Drive-strength map:
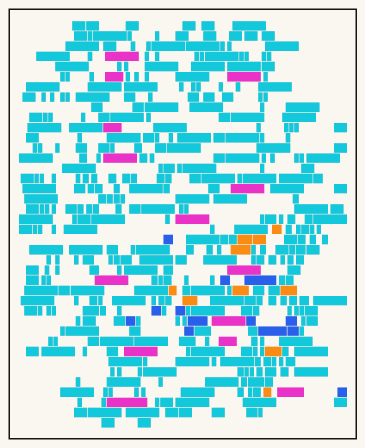
Pin placement:
Scale bar: 20 um. Pins as bars across the die edge, other pins in grey.
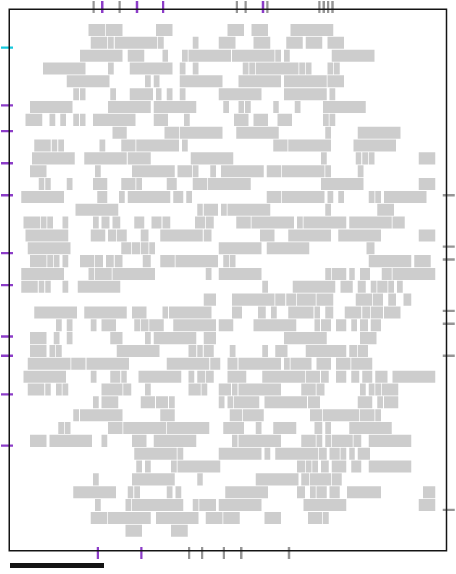
Cell outlines without signal wires:
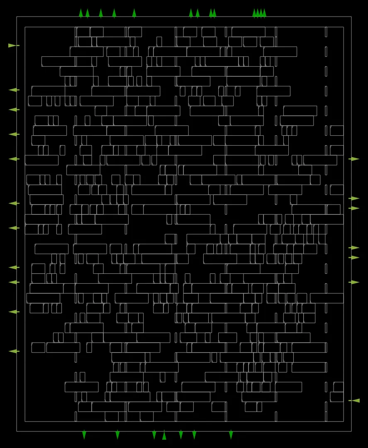
Close-up of the layout:
Window x 59 to 79, y 76 to 96 um. Cells in grey, sequential cells in the stronger grey; small squares are vias.
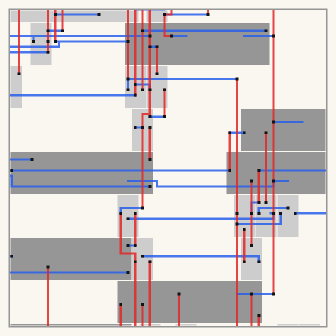
<file path="config.mk">
export PLATFORM = sky130hd
export DESIGN_NAME = blink_monitor
export DESIGN_NICKNAME = d
export VERILOG_FILES = /design/src/rtl/blink_pkg.sv /design/src/rtl/sync_2ff.sv /design/src/rtl/blink_monitor.sv
export SDC_FILE = /design/constraint.sdc
export NUM_CORES = 1
export LEC_CHECK = 0
export CAP_MARGIN = 10
export CORE_ASPECT_RATIO = 1.25
export CORE_MARGIN = 2
export CORE_UTILIZATION = 40
export DETAILED_ROUTE_END_ITERATION = 12
export MAX_ROUTING_LAYER = met4
export PLACE_DENSITY_LB_ADDON = 0.08
export SLEW_MARGIN = 20
export SYNTH_ARGS = -nofsm -noshare
export SYNTH_HDL_FRONTEND = slang
export SYNTH_HIERARCHICAL = 1
export SYNTH_SLANG_ARGS = --single-unit
</file>
<file path="constraint.sdc">
create_clock -name clk -period 3 [get_ports clk]
set_input_delay 0.3 -clock clk [delete_from_list [all_inputs] [get_ports clk]]
set_output_delay 0.3 -clock clk [all_outputs]
set_load 0.02 [all_outputs]
</file>
<file path="src/rtl/blink_pkg.sv">
// Shared definitions for the blink monitor and the blink generator.
package blink_pkg;

  localparam int unsigned CNT_W_DEF   = 16;
  localparam int unsigned TIMEOUT_DEF = 1000;

  // Monitor FSM state
  typedef enum logic [1:0] {
    S_IDLE  = 2'd0,
    S_HIGH  = 2'd1,
    S_LOW   = 2'd2,
    S_STUCK = 2'd3
  } mon_state_e;

  // Blink generator output phase
  typedef enum logic {
    G_LOW  = 1'b0,
    G_HIGH = 1'b1
  } gen_state_e;

endpackage

</file>
<file path="src/rtl/sync_2ff.sv">
// Two-flop synchronizer for a single asynchronous input bit.
module sync_2ff (
  input  logic clk,
  input  logic rst_n,
  input  logic d,
  output logic q
);

  logic s1_q;
  logic s2_q;

  // Metastability filter: d -> s1 -> s2
  always_ff @(posedge clk or negedge rst_n) begin
    if (!rst_n) begin
      s1_q <= 1'b0;
      s2_q <= 1'b0;
    end else begin
      s1_q <= d;
      s2_q <= s1_q;
    end
  end

  assign q = s2_q;

endmodule

</file>
<file path="src/rtl/blink_monitor.sv">
// Measures period and high time of an asynchronous blink line and flags a
// line that has stopped toggling.
module blink_monitor
  import blink_pkg::*;
#(
  parameter int unsigned CNT_W   = CNT_W_DEF,
  parameter int unsigned TIMEOUT = TIMEOUT_DEF
) (
  input  logic             clk,
  input  logic             rst_n,
  input  logic             led_in,
  output logic             period_valid,
  output logic [CNT_W-1:0] period,
  output logic [CNT_W-1:0] high_time,
  output logic             stuck,
  output logic             stuck_level
);

  localparam logic [CNT_W-1:0] CntMax = {CNT_W{1'b1}};
  localparam logic [CNT_W-1:0] ToLim  = CNT_W'(TIMEOUT);

  logic s2, s3;
  logic rise, fall;

  mon_state_e       state_q, state_d;
  logic [CNT_W-1:0] cnt_q, cnt_d;      // cycles since last rise
  logic [CNT_W-1:0] hcap_q, hcap_d;    // count captured at the fall
  logic [CNT_W-1:0] tcnt_q, tcnt_d;    // cycles since any edge
  logic             ref_q, ref_d;      // previous rise usable as reference
  logic             pv_q, pv_d;
  logic [CNT_W-1:0] per_q, per_d;
  logic [CNT_W-1:0] hi_q, hi_d;
  logic             stuck_q, stuck_d;
  logic             lvl_q, lvl_d;

  logic [CNT_W-1:0] cnt_inc, tcnt_inc;
  logic             timeout_hit;

  sync_2ff u_sync (
    .clk   (clk),
    .rst_n (rst_n),
    .d     (led_in),
    .q     (s2)
  );

  // Delayed copy of the synchronized line for edge detection
  always_ff @(posedge clk or negedge rst_n) begin
    if (!rst_n) s3 <= 1'b0;
    else        s3 <= s2;
  end

  assign rise = s2 & ~s3;
  assign fall = ~s2 & s3;

  assign cnt_inc  = (cnt_q == CntMax) ? cnt_q : cnt_q + CNT_W'(1);
  assign tcnt_inc = (tcnt_q == CntMax) ? tcnt_q : tcnt_q + CNT_W'(1);
  // An edge on the expiry cycle wins over the timeout
  assign timeout_hit = !(rise || fall) && (tcnt_inc >= ToLim);

  // Next-state, measurement and alarm logic
  always_comb begin
    state_d = state_q;
    hcap_d  = hcap_q;
    ref_d   = ref_q;
    pv_d    = 1'b0;
    per_d   = per_q;
    hi_d    = hi_q;
    stuck_d = stuck_q;
    lvl_d   = lvl_q;
    // Count is 1 on the cycle after a rise
    cnt_d   = rise ? CNT_W'(1) : cnt_inc;
    tcnt_d  = (rise || fall) ? '0 : tcnt_inc;

    case (state_q)
      S_IDLE: begin
        if (rise) begin
          state_d = S_HIGH;
          hcap_d  = '0;
          ref_d   = 1'b1;
        end
      end
      S_HIGH: begin
        if (fall) begin
          state_d = S_LOW;
          hcap_d  = cnt_q;
        end
      end
      S_LOW: begin
        if (rise) begin
          state_d = S_HIGH;
          ref_d   = 1'b1;
          if (ref_q) begin
            pv_d  = 1'b1;
            per_d = cnt_q;
            hi_d  = hcap_q;
          end
        end
      end
      S_STUCK: begin
        if (rise) begin
          state_d = S_HIGH;
          stuck_d = 1'b0;
          ref_d   = 1'b1;
        end else if (fall) begin
          // No rise has been seen yet, so the next rise cannot close a period
          state_d = S_LOW;
          stuck_d = 1'b0;
          ref_d   = 1'b0;
        end
      end
      default: state_d = S_IDLE;
    endcase

    if ((state_q != S_STUCK) && timeout_hit) begin
      state_d = S_STUCK;
      stuck_d = 1'b1;
      lvl_d   = s2;
    end
  end

  // State and output registers
  always_ff @(posedge clk or negedge rst_n) begin
    if (!rst_n) begin
      state_q <= S_IDLE;
      cnt_q   <= '0;
      hcap_q  <= '0;
      tcnt_q  <= '0;
      ref_q   <= 1'b0;
      pv_q    <= 1'b0;
      per_q   <= '0;
      hi_q    <= '0;
      stuck_q <= 1'b0;
      lvl_q   <= 1'b0;
    end else begin
      state_q <= state_d;
      cnt_q   <= cnt_d;
      hcap_q  <= hcap_d;
      tcnt_q  <= tcnt_d;
      ref_q   <= ref_d;
      pv_q    <= pv_d;
      per_q   <= per_d;
      hi_q    <= hi_d;
      stuck_q <= stuck_d;
      lvl_q   <= lvl_d;
    end
  end

  assign period_valid = pv_q;
  assign period       = per_q;
  assign high_time    = hi_q;
  assign stuck        = stuck_q;
  assign stuck_level  = lvl_q;

endmodule

</file>
==> results_dict.tcl <==
# implementation run metrics
set metrics [dict create \
    status "completed" \
    cts.sinks 89 \
    cp.depth 8 \
    fmax_ghz 0.376 \
    fin_setup_tns_ns 0 \
    synthArstFlopShare_pct 100 \
    drtPass1Iterations 4 \
    antenna_found_initial 0 \
    startpoint "tcnt_q[0]" \
    simple_gate_share_pct 24.3 \
    power_frac_comb_pct 12.6 \
    ys_sh_aoi_pct 9.24 \
    clockPowerShare_pct 39.3 \
    h-tree-depth 3 \
    die_w_um 92.3 \
    p_per_area_mw_per_mm2 613 \
    holdBufCountCts 1 \
    buffers_excl_clock 45 \
    top_power_group "registers" \
    area_leaders "dfrtp_1 (57%), nand2_1 (11%), a22o_1 (3.6%)" \
    clock_path_buffers 2 \
    switching_power_w 0.000733 \
    cp_num_buf_inv 0 \
    initial_core_util_pct 40.8 \
    clk_share_pct 6.42 \
    hold_viol_final 0 \
    power.leakage_nw 2.24 \
    tritoncts "yes" \
    crit_path_cell_trace "ha_1 -> nand4_2 -> or2_4 -> or2_4 -> a31oi_1 -> and4b_1 -> o2bb2ai_2 -> mux2_4" \
    ys_area_mm2 0.00390 \
    wl_met3_um 198 \
    synth_top_cell_by_area "dfrtp_1" \
    gr-usage-met2_pct 28.6 \
    syn_area_per_cell_um2 9.95 \
    fin_ws_ns 0.338 \
    crit_path_end_kind "flop" \
    cp.required_ns 3.22 \
    cp_common_cell "or2_4" \
    most_common_cell "nand2_1" \
    ys_seq_elements 89 \
    ir_drop_uv 327 \
    n_antenna_cell 0 \
    root_buffer "clkbuf_16" \
    comb_area_mm2 0.00158 \
    reg2reg_slack_ns 0.34 \
    utilization_pct 49.6 \
    num-nets-final 438 \
    seq-power_w 0.00140 \
    port_buffers 37 \
    non_clock_inverter_count 7 \
    drv_cap 0 \
    ys_types 52 \
    hold_class "flop to flop" \
    cts_setup_buffers 0 \
    gp_congestion 0.894 \
    synth_top_area_share_pct 57.1 \
    tightest_slew_ns 0.549 \
    internal_power_w 0.00217 \
    comb_share_pct 33.3 \
    endpoint "stuck_level" \
    r2r_cells 8 \
    final_cell_area_mm2 0.00474 \
    top_logic_kind "simple AND/OR/NAND/NOR gates" \
    hold_depth 0 \
    drt_iter0_markers 193 \
    max_slew_margin_pct 63.1 \
    taps 126 \
    drive_above_1_share_pct 8.53 \
    vias 2871 \
    drcViolationCount 0 \
    first_global_vias 2974 \
    gr-total-overflow 0 \
    pg_comb_w 0.000364 \
    sw_frac_of_total_pct 25.2 \
    max_stage_delay_ns 0.40 \
    grt.total_usage_pct 18.3 \
    grt_pass1_wl_um 14700 \
    reg2reg_to "stuck_level" \
    netlist_instances 392 \
    common_cells "nand2_1 (113), dfrtp_1 (89), nor2_1 (31)" \
    place_ws_ns 0.363 \
    cts_buffers 9 \
    wl_um 8300 \
    edf_count 0 \
    cts.clk_slew.worst_paths_ns 0.06 \
    synth_nets 399 \
    r2r_start "tcnt_q[0]" \
    worstSetupPathType "flop to flop" \
    met1_length_um 3870 \
    num-clock-buffers 12 \
    die_h_um 114 \
    yosys_cells 392 \
    skew_ns 0.00299 \
    powerClk_w 0.00114 \
    rsz0062_at_grt "false" \
    ff_type "dfrtp_1" \
    fin_total_pwr_w 0.00290 \
    grt_max_degree 48 \
    syn2layout_area_growth_pct 21.5 \
    clock_latency_ns 0.34 \
    design.seq.count 89 \
    place_area_mm2 0.00442 \
    critPathLaunchType "flop" \
    grtUsageMet1_pct 23.1 \
    cts_resized 0 \
    met3_usage_pct 3.23 \
    seqPwrFrac_pct 48.1 \
    whs_ns 0.353 \
    min_period_ns 2.66 \
    wl_met2_um 4020 \
    path_delay_family "simple AND/OR/NAND/NOR gates" \
    antenna_left 0 \
    chipArea_mm2 0.0106 \
    nMultiInputCombCells 279 \
    syn_area_mm2 0.00390 \
    crit_fanout 6 \
    mostFrequentLayoutCell "nand2_1" \
    worstPathArrival_ns 2.88 \
    largest_cell_class "flip-flops and latches" \
]
About 'drive-strength map':
magenta -> x6 and larger  # cells 14, most used clkbuf_16
cyan -> x1 and smaller  # cells 397, most used nand2_1
orange -> x2  # cells 10, most used nand4_2
blue -> x3 and x4  # cells 13, most used buf_4

About 'pin placement':
purple -> `period`  # pins 16, direction output, edge 10 west, 4 north, 2 south
cyan -> `clk`  # pins 1, direction input, edge west
all pins by edge = 13 north, 11 west, 7 south, 7 east

About 'cell outlines without signal wires':
flop share of the area: 47.0%
FP Rows: 40
final non-filler cell total: 560
core area: 0.00956 mm^2
filler cell count: 891

About 'close-up of the layout':
blue -> M1
red -> M2
most frequent = nand2_1 (10), dfrtp_1 (6)
cells with their middle in the window = 16
sequential cells in the window = 6
netlist names of flops here include = `high_time` (4), `hcap_q` (2)

